### src/rtl/ram_arbiter_2p.sv
// Round-robin arbiter and access sequencer placing two read/write clients in front of
// a single-port RAM. Each access is IDLE -> ACCESS -> DONE, one cycle per state.
module ram_arbiter_2p #(
    parameter int unsigned ADDR_W = 4,
    parameter int unsigned DATA_W = 4
) (
    input  logic              clk,
    input  logic              rst,
    input  logic              req0,
    input  logic              we0,
    input  logic [ADDR_W-1:0] addr0,
    input  logic [DATA_W-1:0] wdata0,
    output logic              gnt0,
    output logic [DATA_W-1:0] rdata0,
    output logic              rvalid0,
    input  logic              req1,
    input  logic              we1,
    input  logic [ADDR_W-1:0] addr1,
    input  logic [DATA_W-1:0] wdata1,
    output logic              gnt1,
    output logic [DATA_W-1:0] rdata1,
    output logic              rvalid1,
    output logic              ram_cs,
    output logic              ram_re,
    output logic              ram_we,
    output logic [ADDR_W-1:0] ram_addr,
    output logic [DATA_W-1:0] ram_din,
    input  logic [DATA_W-1:0] ram_dout,
    output logic              busy
);

    typedef enum logic [1:0] {
        IDLE   = 2'd0,
        ACCESS = 2'd1,
        DONE   = 2'd2
    } state_e;

    state_e              state_q, state_d;
    logic                last_q, last_d;
    logic                sel_q, sel_d;
    logic                op_we_q, op_we_d;
    logic                gnt0_q, gnt0_d;
    logic                gnt1_q, gnt1_d;
    logic                rvalid0_q, rvalid0_d;
    logic                rvalid1_q, rvalid1_d;
    logic [DATA_W-1:0]   rdata0_q, rdata0_d;
    logic [DATA_W-1:0]   rdata1_q, rdata1_d;
    logic                ram_cs_q, ram_cs_d;
    logic                ram_re_q, ram_re_d;
    logic                ram_we_q, ram_we_d;
    logic [ADDR_W-1:0]   ram_addr_q, ram_addr_d;
    logic [DATA_W-1:0]   ram_din_q, ram_din_d;
    logic                busy_q, busy_d;

    logic                win;
    logic                win_we;
    logic [ADDR_W-1:0]   win_addr;
    logic [DATA_W-1:0]   win_data;

    // Winner selection: a lone requester wins, contention goes to the port that did not win last.
    always_comb begin
        win      = 1'b0;
        win_we   = 1'b0;
        win_addr = '0;
        win_data = '0;
        if (req0 && req1) begin
            win = ~last_q;
        end else begin
            win = req1;
        end
        win_we   = win ? we1 : we0;
        win_addr = win ? addr1 : addr0;
        win_data = win ? wdata1 : wdata0;
    end

    // Next-state and registered-output logic; strobes, grants and valids are single-cycle pulses.
    always_comb begin
        state_d    = state_q;
        last_d     = last_q;
        sel_d      = sel_q;
        op_we_d    = op_we_q;
        gnt0_d     = 1'b0;
        gnt1_d     = 1'b0;
        rvalid0_d  = 1'b0;
        rvalid1_d  = 1'b0;
        rdata0_d   = rdata0_q;
        rdata1_d   = rdata1_q;
        ram_cs_d   = 1'b0;
        ram_re_d   = 1'b0;
        ram_we_d   = 1'b0;
        ram_addr_d = ram_addr_q;
        ram_din_d  = ram_din_q;

        case (state_q)
            IDLE: begin
                if (req0 || req1) begin
                    sel_d      = win;
                    last_d     = win;
                    op_we_d    = win_we;
                    ram_cs_d   = 1'b1;
                    ram_we_d   = win_we;
                    ram_re_d   = ~win_we;
                    ram_addr_d = win_addr;
                    ram_din_d  = win_data;
                    gnt0_d     = ~win;
                    gnt1_d     = win;
                    state_d    = ACCESS;
                end
            end
            ACCESS: begin
                state_d = DONE;
            end
            DONE: begin
                // RAM read data is valid during DONE, one cycle after the access edge.
                if (!op_we_q) begin
                    if (sel_q) begin
                        rdata1_d  = ram_dout;
                        rvalid1_d = 1'b1;
                    end else begin
                        rdata0_d  = ram_dout;
                        rvalid0_d = 1'b1;
                    end
                end
                state_d = IDLE;
            end
            default: begin
                state_d = IDLE;
            end
        endcase

        busy_d = (state_d != IDLE);
    end

    always_ff @(posedge clk or posedge rst) begin
        if (rst) begin
            state_q    <= IDLE;
            last_q     <= 1'b1;
            sel_q      <= 1'b0;
            op_we_q    <= 1'b0;
            gnt0_q     <= 1'b0;
            gnt1_q     <= 1'b0;
            rvalid0_q  <= 1'b0;
            rvalid1_q  <= 1'b0;
            rdata0_q   <= '0;
            rdata1_q   <= '0;
            ram_cs_q   <= 1'b0;
            ram_re_q   <= 1'b0;
            ram_we_q   <= 1'b0;
            ram_addr_q <= '0;
            ram_din_q  <= '0;
            busy_q     <= 1'b0;
        end else begin
            state_q    <= state_d;
            last_q     <= last_d;
            sel_q      <= sel_d;
            op_we_q    <= op_we_d;
            gnt0_q     <= gnt0_d;
            gnt1_q     <= gnt1_d;
            rvalid0_q  <= rvalid0_d;
            rvalid1_q  <= rvalid1_d;
            rdata0_q   <= rdata0_d;
            rdata1_q   <= rdata1_d;
            ram_cs_q   <= ram_cs_d;
            ram_re_q   <= ram_re_d;
            ram_we_q   <= ram_we_d;
            ram_addr_q <= ram_addr_d;
            ram_din_q  <= ram_din_d;
            busy_q     <= busy_d;
        end
    end

    assign gnt0     = gnt0_q;
    assign gnt1     = gnt1_q;
    assign rvalid0  = rvalid0_q;
    assign rvalid1  = rvalid1_q;
    assign rdata0   = rdata0_q;
    assign rdata1   = rdata1_q;
    assign ram_cs   = ram_cs_q;
    assign ram_re   = ram_re_q;
    assign ram_we   = ram_we_q;
    assign ram_addr = ram_addr_q;
    assign ram_din  = ram_din_q;
    assign busy     = busy_q;

endmodule

### config.mk
export PLATFORM = sky130hd
export DESIGN_NAME = ram_arbiter_2p
export DESIGN_NICKNAME = d
export VERILOG_FILES = /design/src/rtl/ram_arbiter_2p.sv
export SDC_FILE = /design/constraint.sdc
export NUM_CORES = 1
export LEC_CHECK = 0
export ABC_AREA = 1
export CAP_MARGIN = 10
export CORE_UTILIZATION = 41
export CTS_CLUSTER_DIAMETER = 30
export DETAILED_ROUTE_END_ITERATION = 8
export PLACE_DENSITY = 0.76
export RECOVER_POWER = 100
export SYNTH_ARGS = -nofsm -noshare
export SYNTH_HDL_FRONTEND = slang
export SYNTH_SLANG_ARGS = --single-unit
### constraint.sdc
create_clock -name clk -period 1.2 [get_ports clk]
set_input_delay 0.24 -clock clk [delete_from_list [all_inputs] [get_ports clk]]
set_output_delay 0.24 -clock clk [all_outputs]
set_load 0.03 [all_outputs]
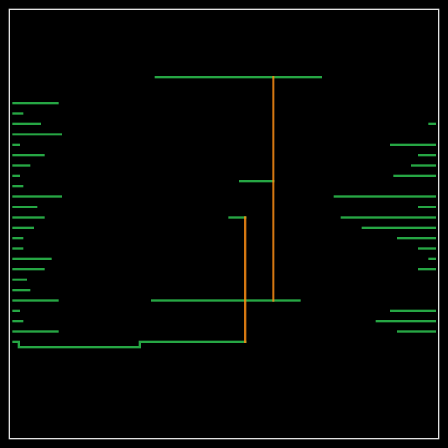
*Routed metal, one colour a layer*
Two of the layers only.
legend:
  orange:
    layer: M4
    wire_length: 45.6 microns
  green:
    layer: M3
    wire_length: 229 microns
drt wl/cell: 11.0 microns
vias post-DR: 1086
Overall Global Routing Usage: 0.179

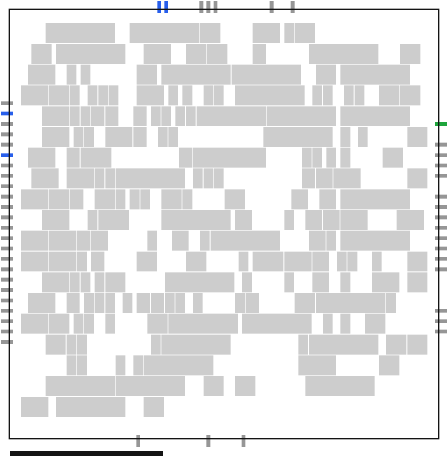
*I/O pins on the die edge*
Scale bar: 20 microns. Pins as bars across the die edge, other pins in grey.
legend:
  blue:
    port: `wdata0`
    pins: 4
    direction: input
    edge: 2 top, 2 left
  green:
    port: `rvalid0`
    pins: 1
    direction: output
    edge: right
all pins by edge: 24 left, 16 right, 7 top, 3 bottom
Buffers on Ports: 49
Die H: 56.1 microns

==> run_results.csv <==
group,metric,value,unit
flow_run,warning_count,26,
run_status,status,"finished, final reports clean",
final_timing,slew_headroom,0.547,
route,wl_met2,1.16,mm
pwr,clock_power,0.589,mW
critical_path,r2r.worst_path.cells,6,
pwr,power.internal,2.54,mW
final_layout,comb_area_frac,0.240,
flow_run,max_cap_violations,0,
critical_path,slowest_stage,"dfrtp_1",
critical_path,crit_fanout,2,
clock_network,clk_pin_slew,0.08,ns
place,gp_congestion,0.776,
place,place_ws,-0.231,ns
final_layout,comb_cells,94,
pwr,clock_power_share,0.129,
synthesis,top_area_cell,"dfrtp_1",
final_layout,clkbuf_count,8,
synthesis,avgSynthCellArea,8.69,sq um
final_timing,finalHoldViolations,0,
critical_path,path_depth,1,
route,drt-initial-drc-count,22,
final_layout,diodes,0,
clock_network,cts-htree-levels,2,
synthesis,ys_sh_adder,0,
critical_path,cp-start-kind,"flip-flop",
grt,met3_usage,0.0860,
synthesis,synth.most_common_cell,"nand2_1",
synthesis,ys_sh_simple,0.324,
grt,grt.met1_usage,0.194,
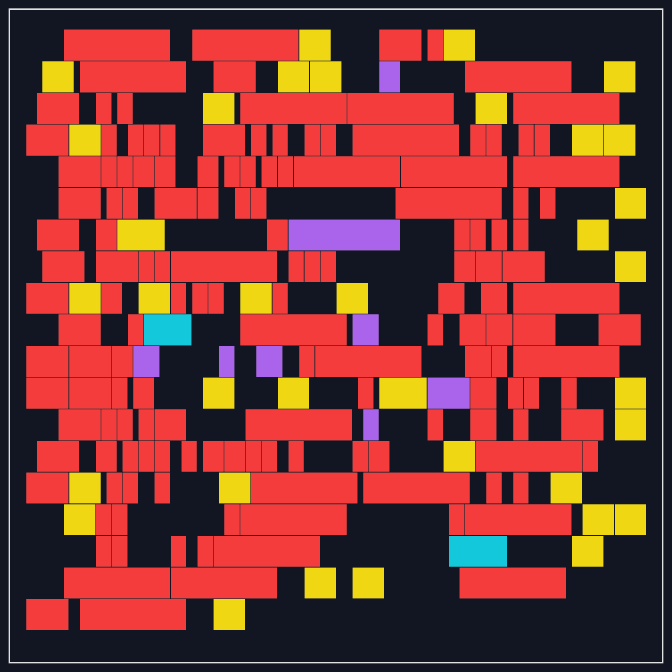
*Cells by drive strength*
legend:
  yellow:
    size: x3 and x4
    cells: 35
  cyan:
    size: x6 and larger
    cells: 2
  red:
    size: x1 and smaller
    cells: 152
  purple:
    size: x2
    cells: 8
PnR worst setup slack: 0.0694 ns
design area: 1770 sq um
area grow syn2layout: 47.3%
Non-clk bufs: 55

Power is estimated from default activity; no workload was simulated.
